**Run 1: metal 3**

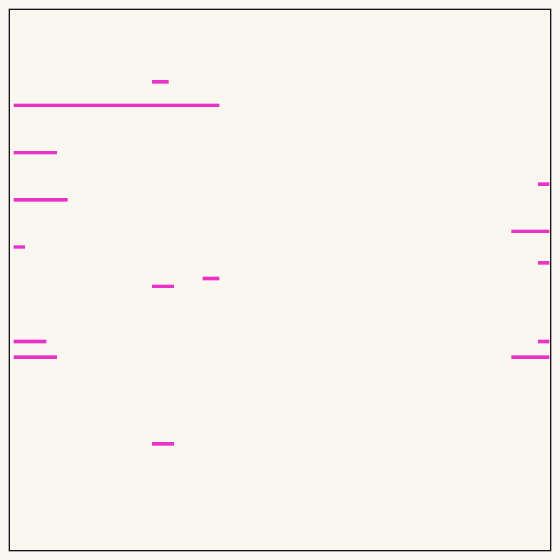
**Run 1: signal wires on met2**

Bar = 10 µm.
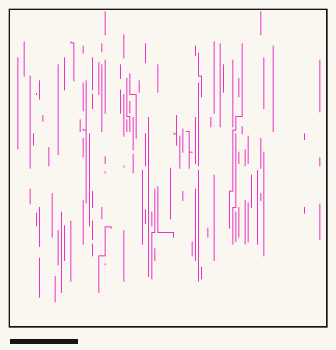
**Run 1: supply network**

Bar = 10 µm. Pins as bars on the die edge.
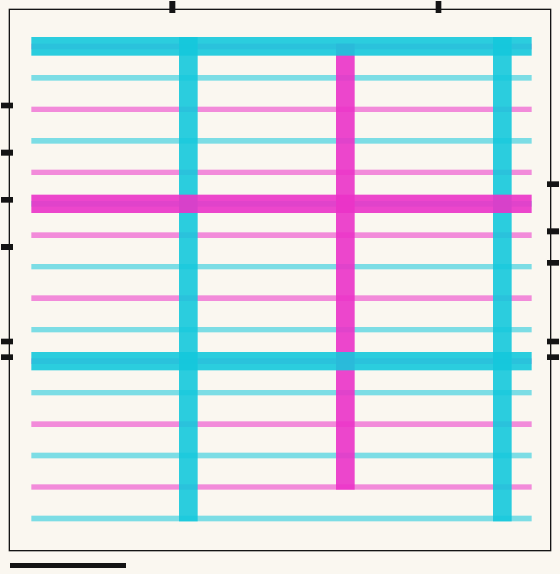
--- src/rtl/gray_pkg.sv ---
// Shared constants and the Gray single-step helper for the switch
// synchroniser/debouncer.
package gray_pkg;

    localparam int GRAY_WIDTH       = 4;
    localparam int SYNC_STAGES      = 2;
    localparam int DEBOUNCE_DEFAULT = 4;
    localparam int STEP_MAX_WIDTH   = 64;

    // Callers zero-extend narrower buses to STEP_MAX_WIDTH before calling.
    function automatic logic is_single_bit_step(
        input logic [STEP_MAX_WIDTH-1:0] a,
        input logic [STEP_MAX_WIDTH-1:0] b
    );
        logic [STEP_MAX_WIDTH-1:0] diff;
        int unsigned               ones;
        diff = a ^ b;
        ones = 0;
        for (int i = 0; i < STEP_MAX_WIDTH; i++) begin
            ones = ones + {31'd0, diff[i]};
        end
        return (ones == 1);
    endfunction

endpackage

--- src/rtl/sync_chain.sv ---
// Enable-gated multi-flop synchroniser for an asynchronous bus.
module sync_chain
    import gray_pkg::*;
#(
    parameter int WIDTH  = GRAY_WIDTH,
    parameter int STAGES = SYNC_STAGES
) (
    input  logic             clk,
    input  logic             rst,
    input  logic             enable,
    input  logic [WIDTH-1:0] d,
    output logic [WIDTH-1:0] q
);

    logic [WIDTH-1:0] chain [STAGES+1];

    assign chain[0] = d;

    for (genvar gi = 0; gi < STAGES; gi++) begin : g_stage
        logic [WIDTH-1:0] stage_reg;

        always_ff @(posedge clk or posedge rst) begin
            if (rst) begin
                stage_reg <= '0;
            end else if (enable) begin
                stage_reg <= chain[gi];
            end
        end

        assign chain[gi+1] = stage_reg;
    end

    assign q = chain[STAGES];

endmodule

--- src/rtl/gray_sync_debounce.sv ---
// Synchronises and debounces a Gray-coded switch bus, pulsing changed on each
// commit. Define GRAY_CHECK_EN to build the sticky non-single-step checker.
module gray_sync_debounce
    import gray_pkg::*;
#(
    parameter int WIDTH           = GRAY_WIDTH,
    parameter int STAGES          = SYNC_STAGES,
    parameter int DEBOUNCE_CYCLES = DEBOUNCE_DEFAULT
) (
    input  logic             clk,
    input  logic             rst,
    input  logic             read,
    input  logic [WIDTH-1:0] gray_switch,
    output logic [WIDTH-1:0] gray_in,
    output logic             changed,
    output logic             gray_err
);

    localparam int             CW      = $clog2(DEBOUNCE_CYCLES + 1);
    localparam logic [CW-1:0]  CNT_MAX = CW'(DEBOUNCE_CYCLES);
    localparam logic [CW-1:0]  CNT_ONE = CW'(1);

    logic [WIDTH-1:0] sync_q;
    logic [WIDTH-1:0] cand_reg, cand_next;
    logic [CW-1:0]    cnt_reg, cnt_next;
    logic [WIDTH-1:0] gray_reg, gray_next;
    logic             changed_reg, changed_next;
    logic             commit;

    sync_chain #(
        .WIDTH  (WIDTH),
        .STAGES (STAGES)
    ) u_sync (
        .clk    (clk),
        .rst    (rst),
        .enable (read),
        .d      (gray_switch),
        .q      (sync_q)
    );

    always_comb begin
        cand_next    = cand_reg;
        cnt_next     = cnt_reg;
        gray_next    = gray_reg;
        changed_next = 1'b0;
        commit       = 1'b0;
        if (read) begin
            if (sync_q != cand_reg) begin
                cand_next = sync_q;
                cnt_next  = CNT_ONE;
            end else if (cnt_reg < CNT_MAX) begin
                cnt_next = cnt_reg + CNT_ONE;
            end else if (cand_reg != gray_reg) begin
                commit       = 1'b1;
                gray_next    = cand_reg;
                changed_next = 1'b1;
            end
        end
    end

    always_ff @(posedge clk or posedge rst) begin
        if (rst) begin
            cand_reg    <= '0;
            cnt_reg     <= '0;
            gray_reg    <= '0;
            changed_reg <= 1'b0;
        end else begin
            cand_reg    <= cand_next;
            cnt_reg     <= cnt_next;
            gray_reg    <= gray_next;
            changed_reg <= changed_next;
        end
    end

`ifdef GRAY_CHECK_EN
    logic err_reg, err_next;

    always_comb begin
        err_next = err_reg;
        if (commit && !is_single_bit_step(STEP_MAX_WIDTH'(cand_reg),
                                          STEP_MAX_WIDTH'(gray_reg))) begin
            err_next = 1'b1;
        end
    end

    always_ff @(posedge clk or posedge rst) begin
        if (rst) begin
            err_reg <= 1'b0;
        end else begin
            err_reg <= err_next;
        end
    end

    assign gray_err = err_reg;
`else
    logic unused_commit;
    assign unused_commit = commit;
    assign gray_err      = 1'b0;
`endif

    assign gray_in = gray_reg;
    assign changed = changed_reg;

endmodule

--- config.mk ---
export PLATFORM = sky130hd
export DESIGN_NAME = gray_sync_debounce
export DESIGN_NICKNAME = d
export VERILOG_FILES = /design/src/rtl/gray_pkg.sv /design/src/rtl/sync_chain.sv /design/src/rtl/gray_sync_debounce.sv
export SDC_FILE = /design/constraint.sdc
export NUM_CORES = 1
export LEC_CHECK = 0
export ABC_AREA = 0
export ABC_CLOCK_PERIOD_IN_PS = 1600
export CORE_MARGIN = 1.5
export CORE_UTILIZATION = 46
export CTS_CLUSTER_DIAMETER = 50
export DETAILED_ROUTE_END_ITERATION = 10
export PLACE_DENSITY = 0.83
export SLEW_MARGIN = 5
export SYNTH_ARGS = -nofsm -noshare
export SYNTH_HDL_FRONTEND = slang
export SYNTH_SLANG_ARGS = --single-unit
--- constraint.sdc ---
create_clock -name clk -period 1.6 [get_ports clk]
set_clock_uncertainty 0.2 [all_clocks]
set_input_delay 0.32 -clock clk [delete_from_list [all_inputs] [get_ports clk]]
set_output_delay 0.32 -clock clk [all_outputs]
set_load 0.05 [all_outputs]
==> impl_summary.log, run 1 <==
[flow] summary of implementation run
[metrics] worst setup path category: register to register
[metrics] clock tree from TritonCTS: done
[metrics] yosys synthesis warning count: 0
[metrics] largest area contributor in the netlist: sky130_fd_sc_hd__dfrtp_1
[metrics] worst vdd ir: 0.6530 mV
[metrics] DRC violation count after routing: 0
[metrics] cell area after technology mapping: 877.1 µm²
[metrics] H-tree depth: 1
[metrics] antenna viol nets, final: 0
[metrics] register bit count reported by yosys: 20
[metrics] residual overflow from global routing: 0
[metrics] nets@finish: 91
[metrics] total via count in the routed design: 517
[metrics] type of the worst min-delay path: input port to async pin
[metrics] cells in synth_stat.txt: 62
[metrics] area occupied by registers: 500.5 µm²
[metrics] detailed-route wire length per cell: 12.34 µm
[metrics] number of placement rows: 15
[metrics] clock latency on the worst-skew pair: 0.30 ns
[metrics] width of the die: 46.67 µm
[metrics] Period Utilization, post-route: 98.36%
[metrics] yosys stat chip area: 877.1 µm²
[metrics] area taken by multi-input logic gates: 372.9 µm²
[metrics] root buffer cell: sky130_fd_sc_hd__clkbuf_4
[metrics] worst setup path start: cand_reg[1]
[metrics] Slew Limit Fails: 0
[metrics] IO Port Bufs: 11
[metrics] share of final-layout standard cells stronger than drive strength 1: 41.46%
[metrics] clock slew at the register clock pins of the worst setup and hold paths: 0.11 ns
[metrics] Arrival @ worst endpoint: 1.57 ns
[metrics] area of the core: 0.001764 mm²
[metrics] post-synthesis cell type count: 20
[metrics] number of failing setup endpoints in the final timing report: 0
[metrics] number of standard cells after synthesis: 62
[metrics] final RePlAce weighted congestion: 0.7402
[metrics] number of antenna violations at the first check in global routing: 0
[metrics] unrepaired setup endpoints after global routing: yes
[metrics] Core Density at Floorplan: 49.72%
[metrics] setup slack at placement: -0.1449 ns
[metrics] TritonCTS sink count: 20
[metrics] vias in the first global route: 541
[metrics] global router's overall resource usage: 16.38%
[metrics] half-perimeter wire length of the detailed placement result: 977 µm
[metrics] data required time of the worst path: 1.59 ns
[metrics] portion of synthesized cell area occupied by the leading cell type: 57.06%
[metrics] Vias/cell: 4.832
[metrics] Seq/Total Area, Yosys: 57.06%
[metrics] first-iteration detailed-routing DRC count: 5
[metrics] area delta synth->final: 33.24%
[metrics] number of buffers between clock root and the deepest sink: 2
[metrics] length of the first detailed-routing pass in iterations: 3
[metrics] antenna fix cells: 0
[metrics] top cells by area in the synthesized netlist: sky130_fd_sc_hd__dfrtp_1 (57%), sky130_fd_sc_hd__mux2_2 (15%), sky130_fd_sc_hd__mux2_1 (5.1%)
[metrics] number of buffers created by CTS: 3
[metrics] count of max-cap constraint violations: 0
[metrics] Routed WL: 1.320 mm
[metrics] number of nets produced by synthesis: 70
[metrics] most instantiated cells after synthesis: sky130_fd_sc_hd__dfrtp_1 (20), sky130_fd_sc_hd__mux2_2 (12), sky130_fd_sc_hd__mux2_1 (4), sky130_fd_sc_hd__xnor2_1 (4), sky130_fd_sc_hd__xor2_1 (4)
[metrics] area of the die: 0.002178 mm²
[metrics] Mean Syn Cell Area: 14.15 µm²
[metrics] Worst R2R Start: cand_reg[1]
[metrics] Pleak: 0.5293 nW
[metrics] post-synth tally of flip-flops with integrated enable: 0
[metrics] crit path max fanout: 4
[metrics] upper clock frequency limit: 635.4 MHz
[metrics] number of filler cells placed in the layout: 148
[metrics] final critical-path setup slack: 0.02630 ns
[metrics] Synth top cell by count: sky130_fd_sc_hd__dfrtp_1
[metrics] hold slack final: 0.1211 ns
[metrics] hold buffer count at cts: 0
[metrics] most used flip-flop cell after synthesis: sky130_fd_sc_hd__dfrtp_1
[metrics] status: completed
[metrics] share of async-settable or async-resettable flops after synthesis: 100.0%
[metrics] number of OpenROAD warnings: 27
[metrics] number of hold violations in the final report: 0
[metrics] element type at the critical path start: register
[metrics] total power per unit cell area: 1120 mW/mm²
[metrics] floorplan die height: 46.67 µm
[metrics] Top-Level Pins: 13
[metrics] wire length of the first global-routing pass: 2.332 mm
[metrics] crit end category: register
[metrics] final critical path time including I/O delays and setup: 1.574 ns
[metrics] largest net degree at the start of global routing: 21
About 'metal 3':
share of all routed wire = 3.5%
longest straight run = 17.5 µm
nets with wire on the layer = 12

About 'signal wires on met2':
wire length on this layer = 647 µm
longest straight run = 23.5 µm
share of all routed wire = 49%
nets with wire on the layer = 85

About 'supply network':
VSS -> cyan
VDD -> magenta
rows = 15
signal pins = 13
met1 rails = 16
met5 straps = 3
met4 straps = 3

## run 1: through the flow
stage / instances / utilization [%] / cell area [µm²] / TNS, ns / power (mW)
floorplan: 62 / - / 877.1 / 0 / 0.8501
global placement: 102 / 62.55 / 1104 / -1.974 / 0.9897
detailed placement: 102 / 62.55 / 1104 / -2.049 / 1.005
CTS: 107 / 65.89 / 1162 / 0 / 1.317
global route: 107 / 66.24 / 1169 / -0.3502 / 1.379
finish: 107 / 66.24 / 1169 / 0 / 1.309
## run 1: worst paths after layout
kind | endpoint | slack (ns) | depth (start not counted)
worst max-delay path | gray_in[3] | 0.03 | 4
worst min-delay path | cnt_reg[0] | 0.12 | 3
worst max register to register | gray_in[3] | 0.03 | 4
worst min register to register | cnt_reg[0] | 0.31 | 1
max in group asynchronous | cand_reg[1] | 0.87 | 3
min in group clk | cnt_reg[0] | 0.31 | 1
## run 1: metal layers
| layer | track usage (%) | part of all wire [%] |
|---|---|---|
| met3 | 4.706 | 3.4 |
| met2 | 26.11 | 49 |
| met5 | 0 | 0 |
| met4 | 10.00 | 3.5 |
| met1 | 19.35 | 44 |
## run 1: cells by family (layout without fill, tap and decap cells)
group / Yosys count / after routing / synth area share (%)
and+or+nand+nor: 6 / 6 / 5.848
AOI/OAI and AO/OA: 4 / 4 / 2.710
muxes: 17 / 17 / 21.68
buffers and inverters: 5 / 25 / 2.854
DFF: 20 / 20 / 57.06
xor gates and xnor gates: 8 / 8 / 7.988
other: 1 / 1 / 0.4275
adders and majority gates: 1 / 1 / 1.426
## run 1: final cells by class
class	instances	share of cell area, %
sequential	20	42.83
multi-input combinational	37	31.91
timing repair buffer	19	18.84
clock buffer	4	3.105
tap	25	2.677
inverter	2	0.6424
## run 1: what timing repair did
item                       4_1_cts  5_1_grt
setup buffers                    1        0
cloned                           0        0
resized                          2        2
setup endpoints to repair        6        6
pin swaps                        3        1
## run 1: report_power, final
group / switching (mW) / internal (mW) / leakage (nW)
registers: 0.0668 / 0.575 / 0.247
clock network: 0.153 / 0.139 / 0.0210
logic: 0.163 / 0.212 / 0.261
total: 0.383 / 0.926 / 0.529
## run 1: cell usage in the layout (no fill, tap or decap), types with 2 or more instances in the layout
| master | instances |
|---|---|
| sky130_fd_sc_hd__xor2_1 | 4 |
| sky130_fd_sc_hd__xnor2_2 | 2 |
| sky130_fd_sc_hd__mux2_2 | 12 |
| sky130_fd_sc_hd__inv_1 | 2 |
| sky130_fd_sc_hd__mux2_1 | 4 |
| sky130_fd_sc_hd__xnor2_1 | 2 |
| sky130_fd_sc_hd__dfrtp_1 | 20 |
| sky130_fd_sc_hd__a21oi_1 | 2 |
| sky130_fd_sc_hd__buf_4 | 8 |
| sky130_fd_sc_hd__clkdlybuf4s50_1 | 6 |
| sky130_fd_sc_hd__clkbuf_4 | 3 |
| sky130_fd_sc_hd__buf_12 | 5 |
## run 1: worst max-delay path, cell delays in order (launching register included)
cell and delay, ns:
sky130_fd_sc_hd__dfrtp_1 0.42, sky130_fd_sc_hd__xnor2_2 0.19, sky130_fd_sc_hd__nand4_2 0.16, sky130_fd_sc_hd__nor2_4 0.16, sky130_fd_sc_hd__mux2_1 0.34
**Run 1: routed metal, one colour a layer**

Bar = 10 µm. Only two layers are drawn.
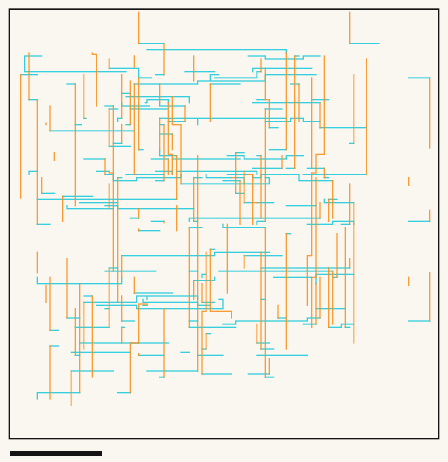

==> run 1 -> run 2 <==
Settings changed: SKIP_CTS_REPAIR_TIMING set to 1.
**Run 2: routed metal, one colour a layer**

Bar = 10 µm. Only two layers are drawn.
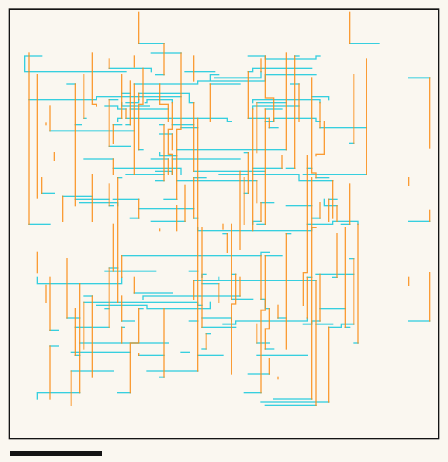
M2 -> orange  # wire length 685 µm
M1 -> cyan  # wire length 563 µm

**Run 2: signal wires on met2**

Bar = 10 µm.
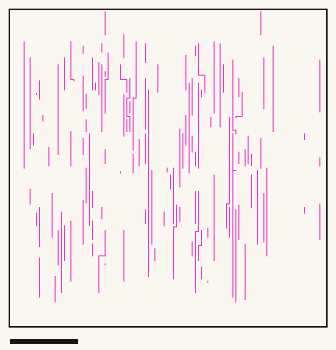
nets with wire on the layer = 86
share of all routed wire = 50%
wire length on this layer = 685 µm
main direction = vertical

==> run 2 against run 1 <==
  * Total power grew 1.7%
  * Final cell count is 0.93% higher
  * Worst setup slack got worse by 0.026 ns
  * Flip-flop count stayed put
  * Die area unchanged
  * Sequential power is 0.9% higher
  * Clock power is essentially flat
  * Combinational power rose by 5.3%
  * Design area increased by 1.9%
  * Critical path depth unchanged
  * Non-clock buffer count rose by 1
  * Synthesized area unchanged
==> impl_summary.log, run 2 <==
[flow] summary of implementation run
[metrics] highest metal layer with signal wires: met4
[metrics] global router's overall resource usage: 15.96%
[metrics] total power per unit cell area: 1117 mW/mm²
[metrics] Met3 Routed Length: 58 µm
[metrics] crit end category: register
[metrics] number of buffers created by CTS: 3
[metrics] Top-Level Pins: 13
[metrics] portion of synthesized cell area occupied by the leading cell type: 57.06%
[metrics] root buffer cell: sky130_fd_sc_hd__clkbuf_4
[metrics] number of cells in the finished layout apart from fillers: 108
[metrics] type of the worst min-delay path: input port to async pin
[metrics] area of the die: 0.002178 mm²
[metrics] Vias/cell: 5.000
[metrics] worst stage delay on the critical path: 0.42 ns
[metrics] count of max-cap constraint violations: 0
[metrics] clock latency on the worst-skew pair: 0.30 ns
[metrics] dominant logic cell types in the final layout: sky130_fd_sc_hd__dfrtp_1 (20), sky130_fd_sc_hd__mux2_2 (12), sky130_fd_sc_hd__buf_4 (9)
[metrics] top cells by area in the synthesized netlist: sky130_fd_sc_hd__dfrtp_1 (57%), sky130_fd_sc_hd__mux2_2 (15%), sky130_fd_sc_hd__mux2_1 (5.1%)
[metrics] clock slew at the register clock pins of the worst setup and hold paths: 0.11 ns
[metrics] setup slack at placement: -0.1449 ns
[metrics] post-synthesis cell type count: 20
[metrics] share of final-layout standard cells stronger than drive strength 1: 44.58%
[metrics] element type at the critical path start: register
[metrics] number of nets produced by synthesis: 70
[metrics] critical path's slowest cell: sky130_fd_sc_hd__dfrtp_1
[metrics] half-perimeter wire length of the detailed placement result: 977 µm
[metrics] number of placement rows: 15
[metrics] total design power: 1.331 mW
[metrics] most common cell after layout, fill and taps aside: sky130_fd_sc_hd__dfrtp_1
[metrics] width of the die: 46.67 µm
[metrics] number of antenna violations at the first check in global routing: 0
[metrics] Routed WL: 1.364 mm
[metrics] number of failing setup endpoints in the final timing report: 0
[metrics] setup total negative slack: 0 ns
[metrics] number of buffers between clock root and the deepest sink: 2
[metrics] largest area contributor in the netlist: sky130_fd_sc_hd__dfrtp_1
[metrics] clock tree from TritonCTS: done
[metrics] status: completed
[metrics] Core Density at Floorplan: 49.72%
[metrics] Period Utilization, post-route: 99.97%
[metrics] yosys stat chip area: 877.1 µm²
[metrics] most instantiated cells after synthesis: sky130_fd_sc_hd__dfrtp_1 (20), sky130_fd_sc_hd__mux2_2 (12), sky130_fd_sc_hd__mux2_1 (4), sky130_fd_sc_hd__xnor2_1 (4), sky130_fd_sc_hd__xor2_1 (4)
[metrics] Arrival @ worst endpoint: 1.59 ns
[metrics] worst setup path category: register to register
[metrics] antenna viol nets, final: 0
[metrics] largest net degree at the start of global routing: 21
[metrics] number of standard cells after synthesis: 62
[metrics] final critical path time including I/O delays and setup: 1.600 ns
[metrics] yosys synthesis warning count: 0
[metrics] count of placed standard cells including taps: 102
[metrics] area of the core: 0.001764 mm²
[metrics] area delta synth->final: 35.81%
[metrics] final critical-path setup slack: 0.0004053 ns
[metrics] cells in synth_stat.txt: 62
[metrics] wire length of the first global-routing pass: 2.283 mm
[metrics] critical-path cell list: xnor2_2 -> nand4_2 -> nor2_4 -> mux2_1
[metrics] nets@finish: 92
[metrics] unrepaired setup endpoints after global routing: yes
[metrics] IO Port Bufs: 11
[metrics] crit path max fanout: 4
[metrics] number of OpenROAD warnings: 27
[metrics] Seq/Total Area, Yosys: 57.06%
[metrics] final RePlAce weighted congestion: 0.7402
[metrics] residual overflow from global routing: 0
[metrics] data required time of the worst path: 1.59 ns
[metrics] total via count in the routed design: 540
[metrics] Slew Limit Fails: 0
[metrics] register bit count reported by yosys: 20
[metrics] Mean Syn Cell Area: 14.15 µm²
[metrics] Routed met1 length: 562 µm
[metrics] vias in the first global route: 536
[metrics] post-synth tally of flip-flops with integrated enable: 0
[metrics] length of the first detailed-routing pass in iterations: 3
[metrics] cell area after technology mapping: 877.1 µm²
[metrics] met2 wire length: 685 µm
[metrics] worst vdd ir: 0.6564 mV
[metrics] Worst R2R Start: cand_reg[1]
[metrics] share of async-settable or async-resettable flops after synthesis: 100.0%
[metrics] DRC violation count after routing: 0
[metrics] antenna fix cells: 0
[metrics] Synth top cell by count: sky130_fd_sc_hd__dfrtp_1
[metrics] number of hold violations in the final report: 0
run 2: cells by family (layout without fill, tap and decap cells):
| logic type | after synthesis | count (layout) | share of synthesized area (%) |
|---|---|---|---|
| compound gates | 4 | 4 | 2.710 |
| xor+xnor | 8 | 8 | 7.988 |
| mux | 17 | 17 | 21.68 |
| simple gates | 6 | 6 | 5.848 |
| flops | 20 | 20 | 57.06 |
| other cells | 1 | 1 | 0.4275 |
| fa+ha+maj | 1 | 1 | 1.426 |
| buf+inv | 5 | 26 | 2.854 |
run 2: metrics by stage:
stage,util (%),hold slack [ns],instance area (µm²)
final,67.52,0.1279,1191
after global routing,67.52,0.1684,1191
after global placement,62.55,0.2682,1104
after detailed placement,62.55,0.2908,1104
after CTS,64.61,0.1282,1140
after floorplan,-,0.08383,877.1
run 2: layer usage:
| layer | vias to the layer above | global-route usage [%] |
|---|---|---|
| met5 | - | 0 |
| met1 | 262 | 18.07 |
| li1 | 255 | - |
| met4 | 0 | 10.00 |
| met3 | 7 | 4.706 |
| met2 | 16 | 26.11 |
run 2: worst paths after layout:
| kind | endpoint | slack, ns | depth (start not counted) |
|---|---|---|---|
| setup / recovery | gray_in[2] | 0.0004 | 4 |
| hold / removal | cnt_reg[0] | 0.13 | 3 |
| setup reg to reg | gray_in[2] | 0.0004 | 4 |
| hold reg to reg | cnt_reg[0] | 0.31 | 1 |
| max in group asynchronous | cand_reg[1] | 0.87 | 3 |
| min in group clk | cnt_reg[0] | 0.31 | 1 |
run 2: critical path: cells and delay by family, from the launching register on:
kind | cells | cell delay (ns)
muxes | 1 | 0.35
xor gates and xnor gates | 1 | 0.20
and+or+nand+nor | 2 | 0.32
DFF | 1 | 0.42
run 2: area by class of cell:
class / count / area [µm²]
fill: 145 / 573.1
sequential: 20 / 500.5
multi-input combinational: 37 / 387.9
timing repair buffer: 20 / 227.7
clock buffer: 4 / 36.28
tap: 25 / 31.28
inverter: 2 / 7.507
run 2: power by group:
part	internal [mW]	switching (mW)
sequential	0.575	0.0728
combinational	0.227	0.166
clock	0.139	0.150
total	0.942	0.389
==> run 2 -> run 3 <==
Settings changed: CTS_CLUSTER_SIZE set to 12.
**Run 3: supply network**

Bar = 10 µm. Pins as bars on the die edge.
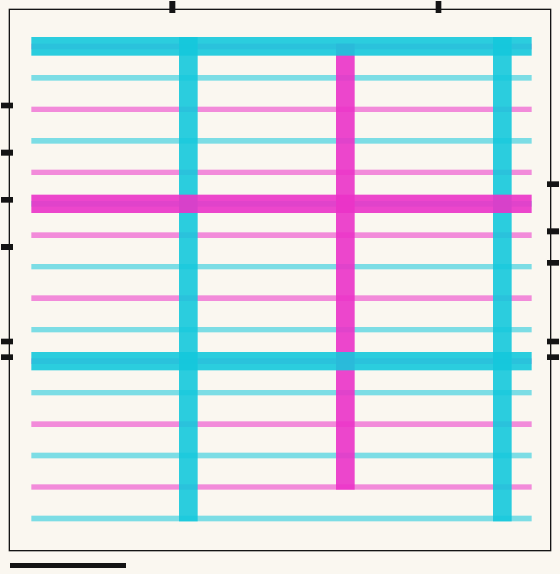
VDD -> magenta
VSS -> cyan
rows = 15
met5 straps = 3
signal pins = 13

==> run 3 against run 2 <==
  * Combinational power about the same
  * Critical endpoint unchanged
  * Register-to-register slack barely moved
  * Largest cell class unchanged
  * Synthesized cell count unchanged
  * Design area unchanged
  * Maximum frequency unchanged
  * Sequential share of layout area stayed put
  * Critical path depth unchanged
==> impl_summary.log, run 3 <==
[flow] summary of implementation run
[metrics] Slew Limit Fails: 0
[metrics] share of async-settable or async-resettable flops after synthesis: 100.0%
[metrics] number of buffers between clock root and the deepest sink: 2
[metrics] Period Utilization, post-route: 99.97%
[metrics] Top-Level Pins: 13
[metrics] register bit count reported by yosys: 20
[metrics] data required time of the worst path: 1.59 ns
[metrics] antenna fix cells: 0
[metrics] nets@finish: 92
[metrics] vias in the first global route: 536
[metrics] length of the first detailed-routing pass in iterations: 3
[metrics] first-iteration detailed-routing DRC count: 4
[metrics] number of standard cells after synthesis: 62
[metrics] yosys stat chip area: 877.1 µm²
[metrics] TritonCTS sink count: 20
[metrics] total power per unit cell area: 1117 mW/mm²
[metrics] end of the worst register-to-register path: gray_in[2]
[metrics] type of the worst min-delay path: input port to async pin
[metrics] most used flip-flop cell after synthesis: sky130_fd_sc_hd__dfrtp_1
[metrics] most common cell after layout, fill and taps aside: sky130_fd_sc_hd__dfrtp_1
[metrics] R2R setup slack: 0.0004 ns
[metrics] number of nets produced by synthesis: 70
[metrics] number of filler cells placed in the layout: 145
[metrics] worst stage delay on the critical path: 0.42 ns
[metrics] clock tree from TritonCTS: done
[metrics] largest net degree at the start of global routing: 21
[metrics] IO Port Bufs: 11
[metrics] final critical path time including I/O delays and setup: 1.600 ns
[metrics] unrepaired setup endpoints after global routing: yes
[metrics] cells on worst reg2reg path: 4
[metrics] cells in synth_stat.txt: 62
[metrics] width of the die: 46.67 µm
[metrics] floorplan die height: 46.67 µm
[metrics] critical path's slowest cell: sky130_fd_sc_hd__dfrtp_1
[metrics] worst vdd ir: 0.6564 mV
[metrics] clock slew at the register clock pins of the worst setup and hold paths: 0.11 ns
[metrics] Seq/Total Area, Yosys: 57.06%
[metrics] setup total negative slack: 0 ns
[metrics] dominant logic cell types in the final layout: sky130_fd_sc_hd__dfrtp_1 (20), sky130_fd_sc_hd__mux2_2 (12), sky130_fd_sc_hd__buf_4 (9)
[metrics] residual overflow from global routing: 0
[metrics] DRC violation count after routing: 0
[metrics] Vias/cell: 5.000
[metrics] upper clock frequency limit: 625.2 MHz
[metrics] area delta synth->final: 35.81%
[metrics] Mean Syn Cell Area: 14.15 µm²
[metrics] count of placed standard cells including taps: 102
[metrics] crit path max fanout: 4
[metrics] top cells by area in the synthesized netlist: sky130_fd_sc_hd__dfrtp_1 (57%), sky130_fd_sc_hd__mux2_2 (15%), sky130_fd_sc_hd__mux2_1 (5.1%)
[metrics] detailed-route wire length per cell: 12.63 µm
[metrics] number of cells in the finished layout apart from fillers: 108
[metrics] yosys synthesis warning count: 0
[metrics] antenna viol nets, final: 0
[metrics] number of antenna violations at the first check in global routing: 0
[metrics] portion of synthesized cell area occupied by the leading cell type: 57.06%
[metrics] global router's overall resource usage: 15.96%
[metrics] area of the die: 0.002178 mm²
[metrics] element type at the critical path start: register
[metrics] status: completed
[metrics] hold slack final: 0.1279 ns
[metrics] worst setup path category: register to register
[metrics] Pleak: 0.5453 nW
[metrics] number of failing setup endpoints in the final timing report: 0
[metrics] most instantiated cells after synthesis: sky130_fd_sc_hd__dfrtp_1 (20), sky130_fd_sc_hd__mux2_2 (12), sky130_fd_sc_hd__mux2_1 (4), sky130_fd_sc_hd__xnor2_1 (4), sky130_fd_sc_hd__xor2_1 (4)
[metrics] area of the core: 0.001764 mm²
[metrics] Routed WL: 1.364 mm
[metrics] number of buffers created by CTS: 3
[metrics] root buffer cell: sky130_fd_sc_hd__clkbuf_4
[metrics] clock latency on the worst-skew pair: 0.30 ns
[metrics] half-perimeter wire length of the detailed placement result: 977 µm
[metrics] H-tree depth: 1
[metrics] placed standard-cell area: 0.001104 mm²
[metrics] Core Density at Floorplan: 49.72%
[metrics] share of final-layout standard cells stronger than drive strength 1: 44.58%
[metrics] Final Core Density: 67.52%
[metrics] largest area contributor in the netlist: sky130_fd_sc_hd__dfrtp_1
[metrics] number of hold violations in the final report: 0
[metrics] wire length of the first global-routing pass: 2.283 mm
[metrics] final design instance area without fill: 0.001191 mm²
[metrics] critical-path cell list: xnor2_2 -> nand4_2 -> nor2_4 -> mux2_1
[metrics] count of max-cap constraint violations: 0
[metrics] cell area after technology mapping: 877.1 µm²
[metrics] final RePlAce weighted congestion: 0.7402
[metrics] Synth top cell by count: sky130_fd_sc_hd__dfrtp_1
[metrics] number of placement rows: 15
[metrics] post-synth tally of flip-flops with integrated enable: 0
[metrics] Arrival @ worst endpoint: 1.59 ns
[metrics] crit end category: register
[metrics] total via count in the routed design: 540
[metrics] Worst R2R Start: cand_reg[1]
[metrics] number of OpenROAD warnings: 27
[metrics] post-synthesis cell type count: 20
**Run 3: routed metal, one colour a layer**

Bar = 10 µm. Only two layers are drawn.
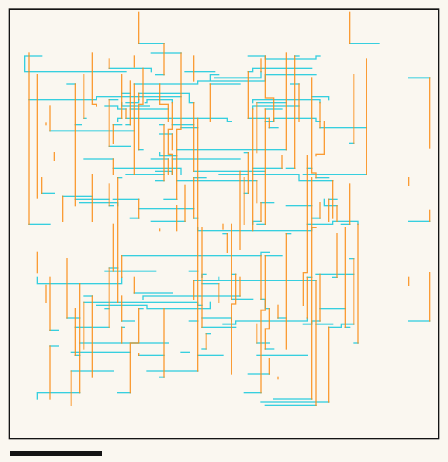
M2 -> orange  # wire length 685 µm
M1 -> cyan  # wire length 563 µm

[run 3: power by group]
part	internal, mW	switching (mW)
sequential	0.575	0.0728
combinational	0.227	0.166
clock	0.139	0.150
total	0.942	0.389
[run 3: cell type report]
class                           count  area [µm²]  area share [%]
Multi-Input combinational cell     37       387.9           32.56
Timing Repair Buffer               20       227.7           19.12
Sequential cell                    20       500.5           42.02
Inverter                            2       7.507          0.6303
Clock buffer                        4       36.28           3.046
Tap cell                           25       31.28           2.626
[run 3: per-stage QoR]
stage                     power (mW)  setup WS [ns]
after detailed placement       1.005        -0.1449
after CTS                      1.295       -0.06216
after global routing           1.405       -0.09119
after floorplan               0.8501       0.006339
after global placement        0.9897        -0.1132
final                          1.331      0.0004053
[run 3: how the worst max path moves through the flow]
| stage | start | to | slack [ns] | cells past startpoint |
|---|---|---|---|---|
| finish | cand_reg[1] | gray_in[2] | 0.0004 | 4 |
| floorplan | cand_reg[2] | gray_in[0] | 0.006 | 4 |
| detailed placement | read | gray_in[3] | -0.14 | 4 |
| global route | cand_reg[1] | gray_in[2] | -0.09 | 4 |
| CTS | u_sync.q[3] | gray_in[0] | -0.06 | 4 |
| global placement | read | u_sync.g_stage[0].stage_reg[2] | -0.11 | 3 |
[run 3: critical path, delay by kind of cell, from the launching register on]
family                    cells  cell delay [ns]
xor gates and xnor gates      1             0.20
DFF                           1             0.42
muxes                         1             0.35
and+or+nand+nor               2             0.32
[run 3: cell families (layout without fill, tap and decap cells)]
kind of cell	after synthesis	count (layout)	synth area share [%]
xor gates and xnor gates	8	8	7.988
adders and majority gates	1	1	1.426
other	1	1	0.4275
DFF	20	20	57.06
muxes	17	17	21.68
buffers and inverters	5	26	2.854
and+or+nand+nor	6	6	5.848
AOI/OAI and AO/OA	4	4	2.710
[run 3: metal layers]
layer	track usage (%)	vias up	part of all wire, %
met5	0	-	0
li1	-	255	-
met1	18.07	262	41
met4	10.00	0	4.3
met2	26.11	16	50
met3	4.706	7	4.3
Power figures rest on the tool's default switching activity, not on a simulated workload.
